`src/rtl/nios2_c_cpu_oci_dct_packer.sv`:
```
// Packs 2-bit direct-branch trace atoms into a 30-bit word (15 atoms) plus a 4-bit count.
// Latency: atom to dct_count/dct_buffer is 1 edge; the 15th atom reaches pkt_valid 1 edge later if the output register is free.
// Backpressure: never stalls the producer; while a full word waits on pkt_ready, further atoms are dropped and counted.
//
// Ports:
//   clk, reset_n                 clock, asynchronous active-low reset
//   atom_valid, atom_code[1:0]   incoming atom (code 00 is idle and ignored)
//   flush                        close the current partial word
//   pkt_valid/pkt_ready/pkt_data one-entry valid/ready output {count, buffer}
//   dct_buffer, dct_count        live accumulator contents
//   overflow, drop_count         sticky drop flag and saturating drop counter
module nios2_c_cpu_oci_dct_packer #(
    parameter int ATOM_W = 2,
    parameter int ATOMS  = 15,
    parameter int BUF_W  = ATOM_W * ATOMS,
    parameter int CNT_W  = 4,
    parameter int DROP_W = 8
) (
    input  logic                    clk,
    input  logic                    reset_n,
    input  logic                    atom_valid,
    input  logic [ATOM_W-1:0]       atom_code,
    input  logic                    flush,
    input  logic                    pkt_ready,
    output logic                    pkt_valid,
    output logic [CNT_W+BUF_W-1:0]  pkt_data,
    output logic [BUF_W-1:0]        dct_buffer,
    output logic [CNT_W-1:0]        dct_count,
    output logic                    overflow,
    output logic [DROP_W-1:0]       drop_count
);

    typedef enum logic {ACCUM, CLOSE_PEND} state_t;

    localparam logic [CNT_W-1:0] CNT_FULL = CNT_W'(ATOMS);

    state_t                   state_q, state_d;
    logic [BUF_W-1:0]         buf_q, buf_d;
    logic [CNT_W-1:0]         cnt_q, cnt_d;
    logic                     pv_q, pv_d;
    logic [CNT_W+BUF_W-1:0]   pdat_q, pdat_d;
    logic                     fpend_q, fpend_d;
    logic                     ovf_q, ovf_d;
    logic [DROP_W-1:0]        drop_q, drop_d;

    logic                     accept;
    logic                     out_free;
    logic                     full;
    logic                     flush_req;
    logic                     trigger;
    logic [BUF_W-1:0]         post_buf;
    logic [CNT_W-1:0]         post_cnt;

    assign accept    = atom_valid && (atom_code != '0);
    assign out_free  = !pv_q || pkt_ready;
    assign full      = (cnt_q == CNT_FULL);
    assign flush_req = flush || fpend_q;

    // Accumulator contents after taking this cycle's atom (only when not full).
    always_comb begin
        post_buf = buf_q;
        post_cnt = cnt_q;
        if (accept && !full) begin
            post_buf = {buf_q[BUF_W-ATOM_W-1:0], atom_code};
            post_cnt = cnt_q + 1'b1;
        end
    end

    assign trigger = (post_cnt == CNT_FULL) || (flush_req && (post_cnt != '0));

    always_comb begin
        state_d = state_q;
        buf_d   = buf_q;
        cnt_d   = cnt_q;
        pv_d    = pv_q && !pkt_ready;
        pdat_d  = pdat_q;
        fpend_d = fpend_q;
        ovf_d   = ovf_q;
        drop_d  = drop_q;

        if (accept && full) begin
            if (out_free) begin
                // The held full word closes now; the new atom starts the next word.
                pv_d    = 1'b1;
                pdat_d  = {cnt_q, buf_q};
                buf_d   = {{(BUF_W-ATOM_W){1'b0}}, atom_code};
                cnt_d   = CNT_W'(1);
                fpend_d = flush;
                // A fresh flush must close the new one-atom word, but the
                // output register just became busy again.
                state_d = flush ? CLOSE_PEND : ACCUM;
            end else begin
                ovf_d  = 1'b1;
                drop_d = (drop_q == '1) ? drop_q : drop_q + 1'b1;
            end
        end else if (trigger) begin
            if (out_free) begin
                pv_d    = 1'b1;
                pdat_d  = {post_cnt, post_buf};
                buf_d   = '0;
                cnt_d   = '0;
                fpend_d = 1'b0;
                state_d = ACCUM;
            end else begin
                buf_d   = post_buf;
                cnt_d   = post_cnt;
                fpend_d = flush_req;
                state_d = CLOSE_PEND;
            end
        end else begin
            buf_d = post_buf;
            cnt_d = post_cnt;
        end
    end

    always_ff @(posedge clk or negedge reset_n) begin
        if (!reset_n) begin
            state_q <= ACCUM;
            buf_q   <= '0;
            cnt_q   <= '0;
            pv_q    <= 1'b0;
            pdat_q  <= '0;
            fpend_q <= 1'b0;
            ovf_q   <= 1'b0;
            drop_q  <= '0;
        end else begin
            state_q <= state_d;
            buf_q   <= buf_d;
            cnt_q   <= cnt_d;
            pv_q    <= pv_d;
            pdat_q  <= pdat_d;
            fpend_q <= fpend_d;
            ovf_q   <= ovf_d;
            drop_q  <= drop_d;
        end
    end

    assign pkt_valid  = pv_q;
    assign pkt_data   = pdat_q;
    assign dct_buffer = buf_q;
    assign dct_count  = cnt_q;
    assign overflow   = ovf_q;
    assign drop_count = drop_q;

endmodule

```
`config.mk`:
```
export PLATFORM = sky130hd
export DESIGN_NAME = nios2_c_cpu_oci_dct_packer
export DESIGN_NICKNAME = d
export VERILOG_FILES = /design/src/rtl/nios2_c_cpu_oci_dct_packer.sv
export SDC_FILE = /design/constraint.sdc
export NUM_CORES = 1
export LEC_CHECK = 0
export CAP_MARGIN = 40
export CORE_ASPECT_RATIO = 1.1
export CORE_MARGIN = 4
export CORE_UTILIZATION = 45
export CTS_CLUSTER_SIZE = 16
export DETAILED_ROUTE_END_ITERATION = 10
export HOLD_SLACK_MARGIN = 0.03
export PLACE_DENSITY = 0.76
export SLEW_MARGIN = 20
export SYNTH_ARGS = -nofsm -noshare
export SYNTH_HDL_FRONTEND = slang
export SYNTH_SLANG_ARGS = --single-unit
```
`constraint.sdc`:
```
create_clock -name clk -period 2.2 [get_ports clk]
set_input_delay 0.66 -clock clk [delete_from_list [all_inputs] [get_ports clk]]
set_output_delay 0.66 -clock clk [all_outputs]
set_load 0.005 [all_outputs]
```
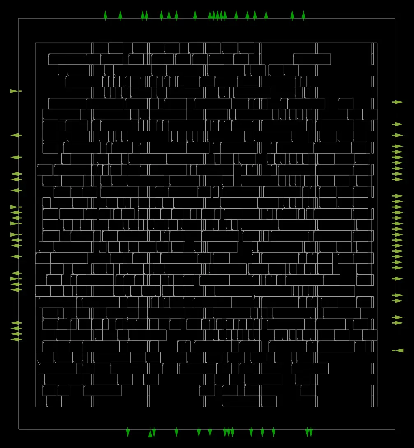
*Cell placement, run 1*
Fillers: 596
final instance count without filler cells: 576
sequential share of cell area: 38.8%
tap cell count: 105
flop count: 79

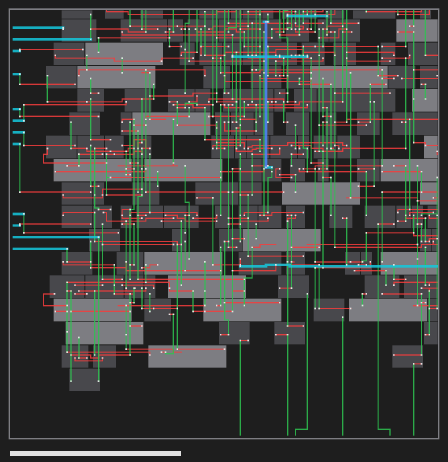
*A small window of the routed layout, run 1*
The bar under the picture is 20 um long. Window x 0 to 50, y 0 to 50 um. Cells in gray, sequential cells in the stronger gray; small squares are vias.
legend:
  cyan:
    layer: metal 3
  blue:
    layer: metal 4
  red:
    layer: metal 1
  green:
    layer: metal 2
cells with their middle in the window: 122
netlist names of flops here include: drop_count (8), dct_count (3), pkt_data (3)
sequential cells in the window: 18
most frequent: dfrtp_1 (18), buf_4 (16), clkdlybuf4s50_1 (15)

==> flow_summary_export.csv, run 1 <==
group,metric,value,unit
outcome,status,"finished with violations",
outcome,violations,"negative setup slack",
power,top_power_group,"combinational cells",
sta,fmax,0.427,GHz
global_route,grt_pass1_wl,14400,um
clocking,worstSkewPairLatency,350,ps
run,warning_count,29,
synthesis,top_cell,"nand2_1",
cells_and_area,final_nets,475,
route,drt-met1-wl,3940,um
worst_setup_path,worstReg2RegStart,"dct_count[0]",
synthesis,edf_count,0,
route,met2_length,3980,um
cells_and_area,drive_above_1_share,17.0,%
synthesis,synthFlopType,"dfrtp_1",
worst_setup_path,critPathLaunch,"flush",
synthesis,mux_share,10.7,%
run,cap_violations,0,
synthesis,synth-async-reset-ratio,100,%
worst_setup_path,critical_path_peak_fanout,6,
power,net-switching-power,0.00169,W
worst_setup_path,critPathMaxStageDelay,290,ps
die,io_pins,85,
sta,setup_viol,41,
sta,worst_slack,-141,ps
power,pg_comb,0.00221,W
synthesis,synth_stat.cells,353,
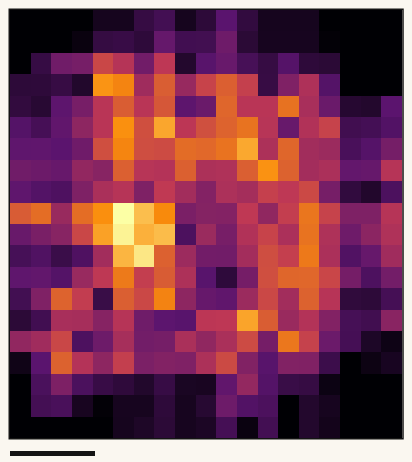
*Signal metal coverage by tile, run 1*
The bar under the picture is 20 um long. 19 x 20 tiles, from black (low) to pale yellow (high), scaled to the fullest tile. Values are wire area over tile area, all layers added.
nearly empty tiles: 11%
tiles over half the peak: 23%
fullest tile: 0.45
mean over tiles: 0.14
Overall Global Routing Usage: 19.2%
vias: 2941

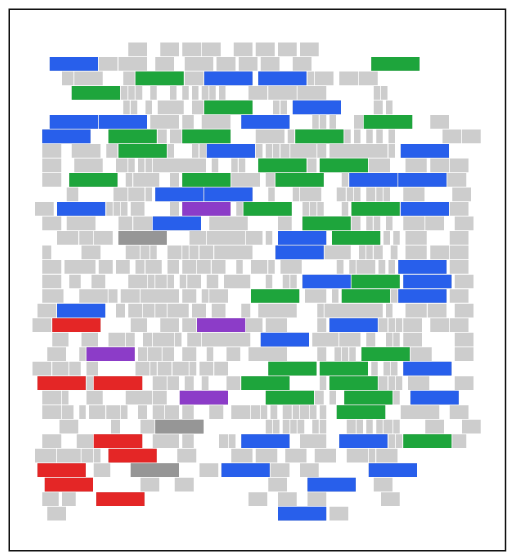
*Where the registers sit, run 1*
Other sequential cells in the stronger gray, the rest of the logic in the fainter gray.
legend:
  blue:
    name_in_the_netlist: pkt_data
    sequential_cells: 34
    where: spread over the die
  green:
    name_in_the_netlist: dct_buffer
    sequential_cells: 30
  red:
    name_in_the_netlist: drop_count
    sequential_cells: 8
    where: bottom left
  purple:
    name_in_the_netlist: dct_count
    sequential_cells: 4
sequential power: 0.00200 W
Finished Core Util: 67.5%
FF/Latch Area: 0.00198 mm2

run 1: through the flow:
step           instances  cell area (um2)  util [%]  power [W]  hold WS (ps)
2_1_floorplan        353             3630         -    0.00306           364
3_3_place_gp         555             4790      63.4    0.00404           451
3_5_place_dp         555             4790      63.4    0.00407           457
4_1_cts              574             5080      67.3    0.00543           213
5_1_grt              576             5100      67.5    0.00572           227
6_report             576             5100      67.5    0.00539           222
run 1: final cells by class:
cell class / count / share of cell area [%]
clock buffer: 9 / 2.43
clock inverter: 7 / 1.87
inverter: 1 / 0.0736
sequential: 79 / 38.8
timing repair buffer: 119 / 23.4
multi-input combinational: 256 / 30.9
tap: 105 / 2.58
run 1: registers in the layout, summed over array words and instances, names as in the netlist:
register    cells
pkt_data       34
overflow        1
pkt_valid       1
fpend_q         1
dct_buffer     30
drop_count      8
dct_count       4
## Run 2: what changed since run 1
--- a/config.mk
+++ b/config.mk
@@ -13,7 +13,6 @@
 export DETAILED_ROUTE_END_ITERATION = 10
 export HOLD_SLACK_MARGIN = 0.03
 export PLACE_DENSITY = 0.76
-export SLEW_MARGIN = 20
 export SYNTH_ARGS = -nofsm -noshare
 export SYNTH_HDL_FRONTEND = slang
 export SYNTH_SLANG_ARGS = --single-unit
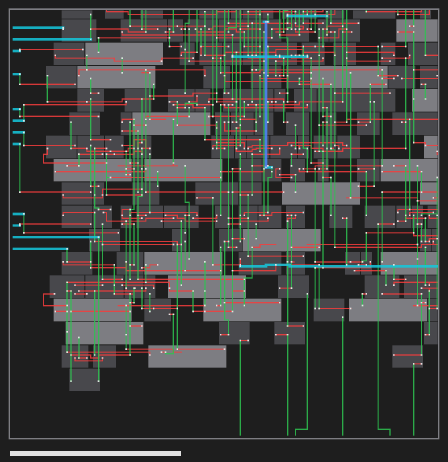
*A small window of the routed layout, run 2*
The bar under the picture is 20 um long. Window x 0 to 50, y 0 to 50 um. Cells in gray, sequential cells in the stronger gray; small squares are vias.
legend:
  blue:
    layer: metal 4
  green:
    layer: metal 2
  red:
    layer: metal 1
  cyan:
    layer: metal 3
netlist names of flops here include: drop_count (8), dct_count (3), pkt_data (3)
most frequent: dfrtp_1 (18), buf_4 (16), clkdlybuf4s50_1 (15)
cells with their middle in the window: 122
sequential cells in the window: 18

==> run 2 against run 1 <==
Against the previous run:
- the run still ends with negative setup slack left
- critical path depth unchanged
- clock skew unchanged
- combinational power about the same
- worst hold slack unchanged
- sequential share of layout area unchanged
- largest cell class unchanged
==> flow_summary_export.csv, run 2 <==
group,metric,value,unit
outcome,status,"finished with violations",
outcome,violations,"negative setup slack",
cells_and_area,logic_gates,256,
sta,setup_viol,41,
synthesis,top_cell,"nand2_1",
synthesis,synthFlopType,"dfrtp_1",
die,taps,105,
synthesis,edf_count,0,
route,met2_length,3980,um
placement,placed_cell_area,0.00479,mm2
cells_and_area,largest_cell_class,"registers",
global_route,grt_pass1_wl,14400,um
cells_and_area,flops,79,
worst_setup_path,critical_path_peak_fanout,6,
sta,worst_slack,-141,ps
cells_and_area,nNonClkBuffers,119,
run,cap_violations,0,
cells_and_area,seq_share,38.8,%
worst_setup_path,worstReg2RegStart,"dct_count[0]",
cells_and_area,n_clock_buffer,9,
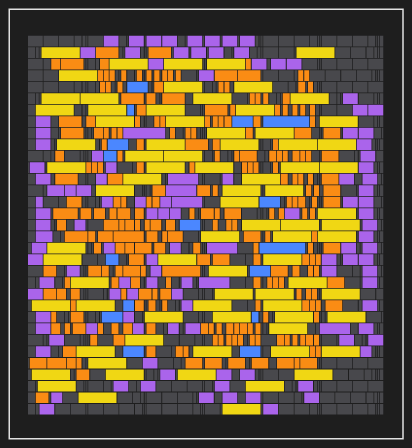
*Placement by cell class, run 2*
Fill, decap, tap and diode cells in gray.
legend:
  orange:
    class: combinational and other logic
    cells: 257
    share_of_their_area: 32%
  purple:
    class: remaining buffers and delay cells
    cells: 119
    share_of_their_area: 24%
  blue:
    class: clock drivers and dummy loads
    cells: 16
    share_of_their_area: 4.4%
  yellow:
    class: sequential cells
    cells: 79
    share_of_their_area: 40%
row count: 33
design area: 0.00510 mm2
area of the core: 0.00756 mm2

## run 2: how the worst max path moves through the flow
| stage | start | end | slack [ps] | cells after the start |
|---|---|---|---|---|
| 2_1_floorplan | atom_code[1] | pkt_data[1] | -140 | 8 |
| 3_3_place_gp | atom_code[0] | pkt_data[12] | -760 | 8 |
| 3_5_place_dp | atom_code[0] | pkt_data[12] | -830 | 8 |
| 4_1_cts | dct_count[0] | pkt_data[12] | -110 | 8 |
| 5_1_grt | atom_code[1] | pkt_data[4] | -210 | 9 |
| 6_report | flush | pkt_data[5] | -140 | 9 |
## run 2: repair_timing
action | in CTS | in global routing
hold buffers | 0 | 0
setup buffers | 2 | 2
endpoints found under the setup margin | 72 | 54
gates cloned | 1 | 0
endpoints found under the hold margin | 0 | 0
pin swaps | 1 | 0
gates resized | 17 | 3
Power figures rest on the tool's default switching activity, not on a simulated workload.
